==> config.mk <==
export PLATFORM = sky130hd
export DESIGN_NAME = matrix_frame_buffer
export DESIGN_NICKNAME = d
export VERILOG_FILES = /design/src/rtl/mfb_pkg.sv /design/src/rtl/mfb_row_bank.sv /design/src/rtl/matrix_frame_buffer.sv
export SDC_FILE = /design/constraint.sdc
export NUM_CORES = 1
export LEC_CHECK = 0
export CAP_MARGIN = 10
export CORE_MARGIN = 1
export CORE_UTILIZATION = 45
export DETAILED_ROUTE_END_ITERATION = 16
export PLACE_DENSITY = 0.74
export SLEW_MARGIN = 20
export SYNTH_ARGS = -nofsm -noshare
export SYNTH_HDL_FRONTEND = slang
export SYNTH_HIERARCHICAL = 1
export SYNTH_SLANG_ARGS = --single-unit
export TNS_END_PERCENT = 20
==> constraint.sdc <==
create_clock -name clockin -period 8.96 [get_ports clockin]
set_input_delay 1.792 -clock clockin [delete_from_list [all_inputs] [get_ports clockin]]
set_output_delay 1.792 -clock clockin [all_outputs]
set_load 0.02 [all_outputs]
Fig. 1: signal wires on met1
Cells faint in the background.
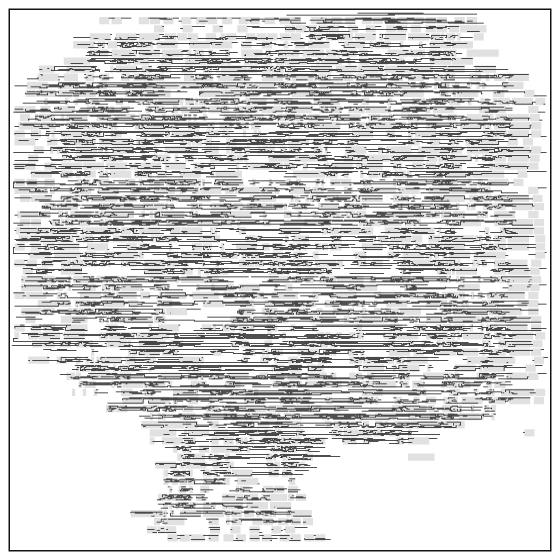
The wires run mostly horizontal. The layer carries 22.3 mm of wire. The longest straight run is 77.3 um. The layer holds 42% of the routed length.
met1 Track Usage GR: 0.423
Vias: 13800
WL final: 53.3 mm

Fig. 2: metal 2
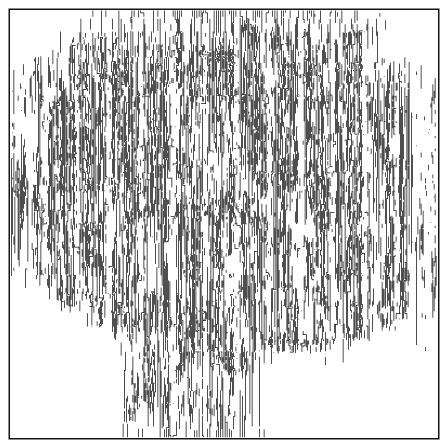
1439 nets have wire on it. The longest straight run is 88.7 um. The wires run mostly vertical. The layer holds 44% of the routed length. The layer carries 23.5 mm of wire.
met2 Use GR: 0.491

Fig. 3: M4 wires
Cells faint in the background.
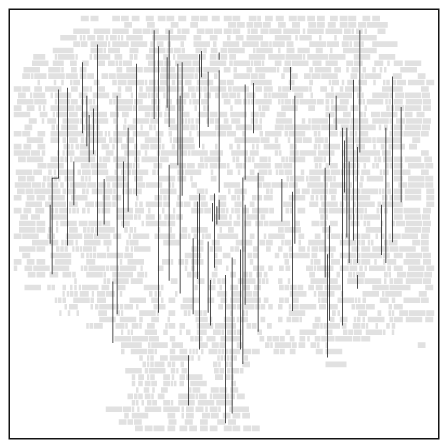
The wires run mostly vertical. The layer holds 5.1% of the routed length.

Fig. 4: track usage over the die
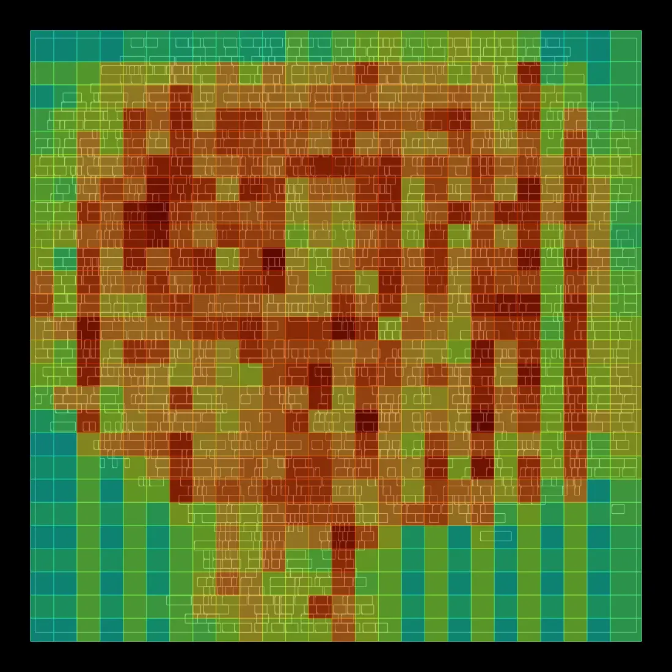
post-DR wirelength/cell: 25.2 um
GRT Util Overall: 0.313
Final Util: 0.537
M3 GR Usage: 0.0443
GRT Max-Usage Layer: met2

==> summary.txt <==
Final hold slack: 0.492 ns
Number of global-route vias before repair: 12900
Power per cell area: 185 nW/um^2
RSZ-0062 raised after global routing: no
Layout area overhead: 16.7%
Drt first pass iters: 6
Clock power frac: 0.393
Clk slew on worst S/H paths: 0.07 ns
Post-synth EDFFs: 0
Seq power: 1.35 mW
HP Class: flip-flop to flip-flop
Finished Layout Cells: 2114
Ant diodes: 0
Pwr top: sequential cells
Resized cells post-CTS: 0
Main flop type: dfxtp_1
Htree depth: 1
Crit Path Max Fanout: 35
Setup CP Type: primary input to flip-flop
CP top delay family: simple AND/OR/NAND/NOR gates
Status: finished clean
CP peak stage delay: 0.80 ns
Via density: 6.51
Placed inst area: 16000 sq um
Mapped cell area: 14500 sq um
Hold Path Depth: 2
Final Skew: 0.0118 ns
Sequential area share after synthesis: 0.374
Place WS: 2.72 ns
Sw Pwr: 0.932 mW
Final min period: 5.44 ns
Slew Viols, Final: 0
Gate power share: 0.178
FMAX: 184 MHz
CTS root buf: clkbuf_16
Starting DRT DRC Count: 2207
Post-CTS Hold Buffers: 0
Register Area: 5450 sq um
Initial antenna violation count: 1
Cells after synthesis: 1622
Clock Latency Late Sink: 0.55 ns
Inst Count DP: 2065
Yosys stat cell total: 1622
Setup repair bufs after CTS: 0
FFs w/ async S/R, synth: 0
Gr ovfl total: 0
Crit end category: flip-flop
Final WS setup: 3.52 ns
Slew margin rel.: 0.313
Logic cell area: 7540 sq um
Distinct lib cells: 65
IO Count: 165
Share of cells above drive strength 1: 0.165
DRT antenna net count: 0
Slowest-stage cell, CP: nand3_1
Post-DP HPWL: 36.2 mm
Most common cell on crit path: ha_1
Top-area cell type share of the netlist area: 0.374
Clock sink total: 272
Tally of OpenROAD warnings: 31
Top cells by area: dfxtp_1, o221a_2, a21oi_1, inv_1, mux2i_1
Worst vdd ir: 0.000142 V
Filler instances: 2857
Chip Footprint: 33000 sq um
Core footprint: 31600 sq um
Die width: 182 um
Max Cap Violations: 0
Tightest Pin Transition: 1.03 ns
Sequence of cells on the critical path: buf_2 > buf_4 > mux2_2 > inv_1 > ha_1 > ha_1 > nor2_2 > nand3_1 > o221a_2
Row cnt: 65
Setup crit start kind: primary input
Internal: 2.21 mW
Clock network power: 1.23 mW
GPL Wtd Cong: 0.982
Buffers on Ports: 164
Critical Path RT: 9.40 ns
YS warnings: 6
CP bufs+invs: 3
Init Core Util: 0.460
Register bit total from synthesis: 272
CTS tree: yes
Drt drc: 0
Crit path DAT: 5.88 ns
Sequential Power Share: 0.430
Endpoints failing hold: 0
R2r worst-path depth: 8
Leakage dissipation: 6.21 nW
Nets: 1732
Switching part of the total: 0.296
Syn_area_per_cell: 8.97 sq um
First-pass GRT wire length: 79.5 mm
Final instance area: 17000 sq um
Commonest Layout Cell: dfxtp_1
Chip area estimate from yosys synthesis: 14500 sq um
Setup tns final: 0 ns
Die H: 182 um
R2R Setup Slk: 4.20 ns
CP Depth: 9
Dominant logic cell types in the final layout: dfxtp_1, inv_1, a21oi_1
Worst-case clock buffer depth: 3
[cell type report]
type	instances	area share
clock buffers	40	0.0487
clock inverters	9	0.00752
inverters	217	0.0481
multi-input cells	1000	0.444
flip-flops and latches	272	0.321
well taps	402	0.0296
repair buffers	174	0.101
[worst register-to-register path, stage by stage (launching register included)]
cell	delay, ns
dfxtp_1	0.49
nor2b_1	0.64
mux2_2	0.67
inv_1	0.10
ha_1	0.24
ha_1	0.45
nor2_2	0.70
nand3_1	0.80
o221a_2	0.55
[Yosys cell counts, drive strengths merged (3+ instances only)]
master,number
nand4,22
a41o,4
nor2,104
buf,75
o21ai,54
nand2b,25
a21o,6
and3b,4
o221a,176
mux2,3
and2b,3
o22ai,16
a32o,16
a41oi,32
inv,217
ha,8
dlygate4sd1,6
a21oi,181
or3b,4
a311oi,16
a221oi,64
nor2b,21
dfxtp,272
or4,16
mux2i,72
clkbuf,91
a211oi,19
nand3b,3
or2,5
nand2,31
nand3,4
a32oi,32
[layer usage]
layer  share of wire  GRT usage
met1            0.42      0.423
met2            0.44      0.491
met3           0.090     0.0443
met4           0.051      0.152
met5               0          0
[logic make-up (layout without fill, tap and decap cells)]
family,after synthesis,after routing,synth area share
AND/OR/NAND/NOR,252,252,0.0936
buffers and inverters,389,440,0.118
multiplexers,75,75,0.0519
XOR/XNOR,1,1,0.000602
adder cells (fa/ha/maj),8,8,0.00688
other,1,40,0.000258
flip-flops,272,272,0.374
AND-OR/OR-AND,624,624,0.354
Power figures rest on the tool's default switching activity, not on a simulated workload.
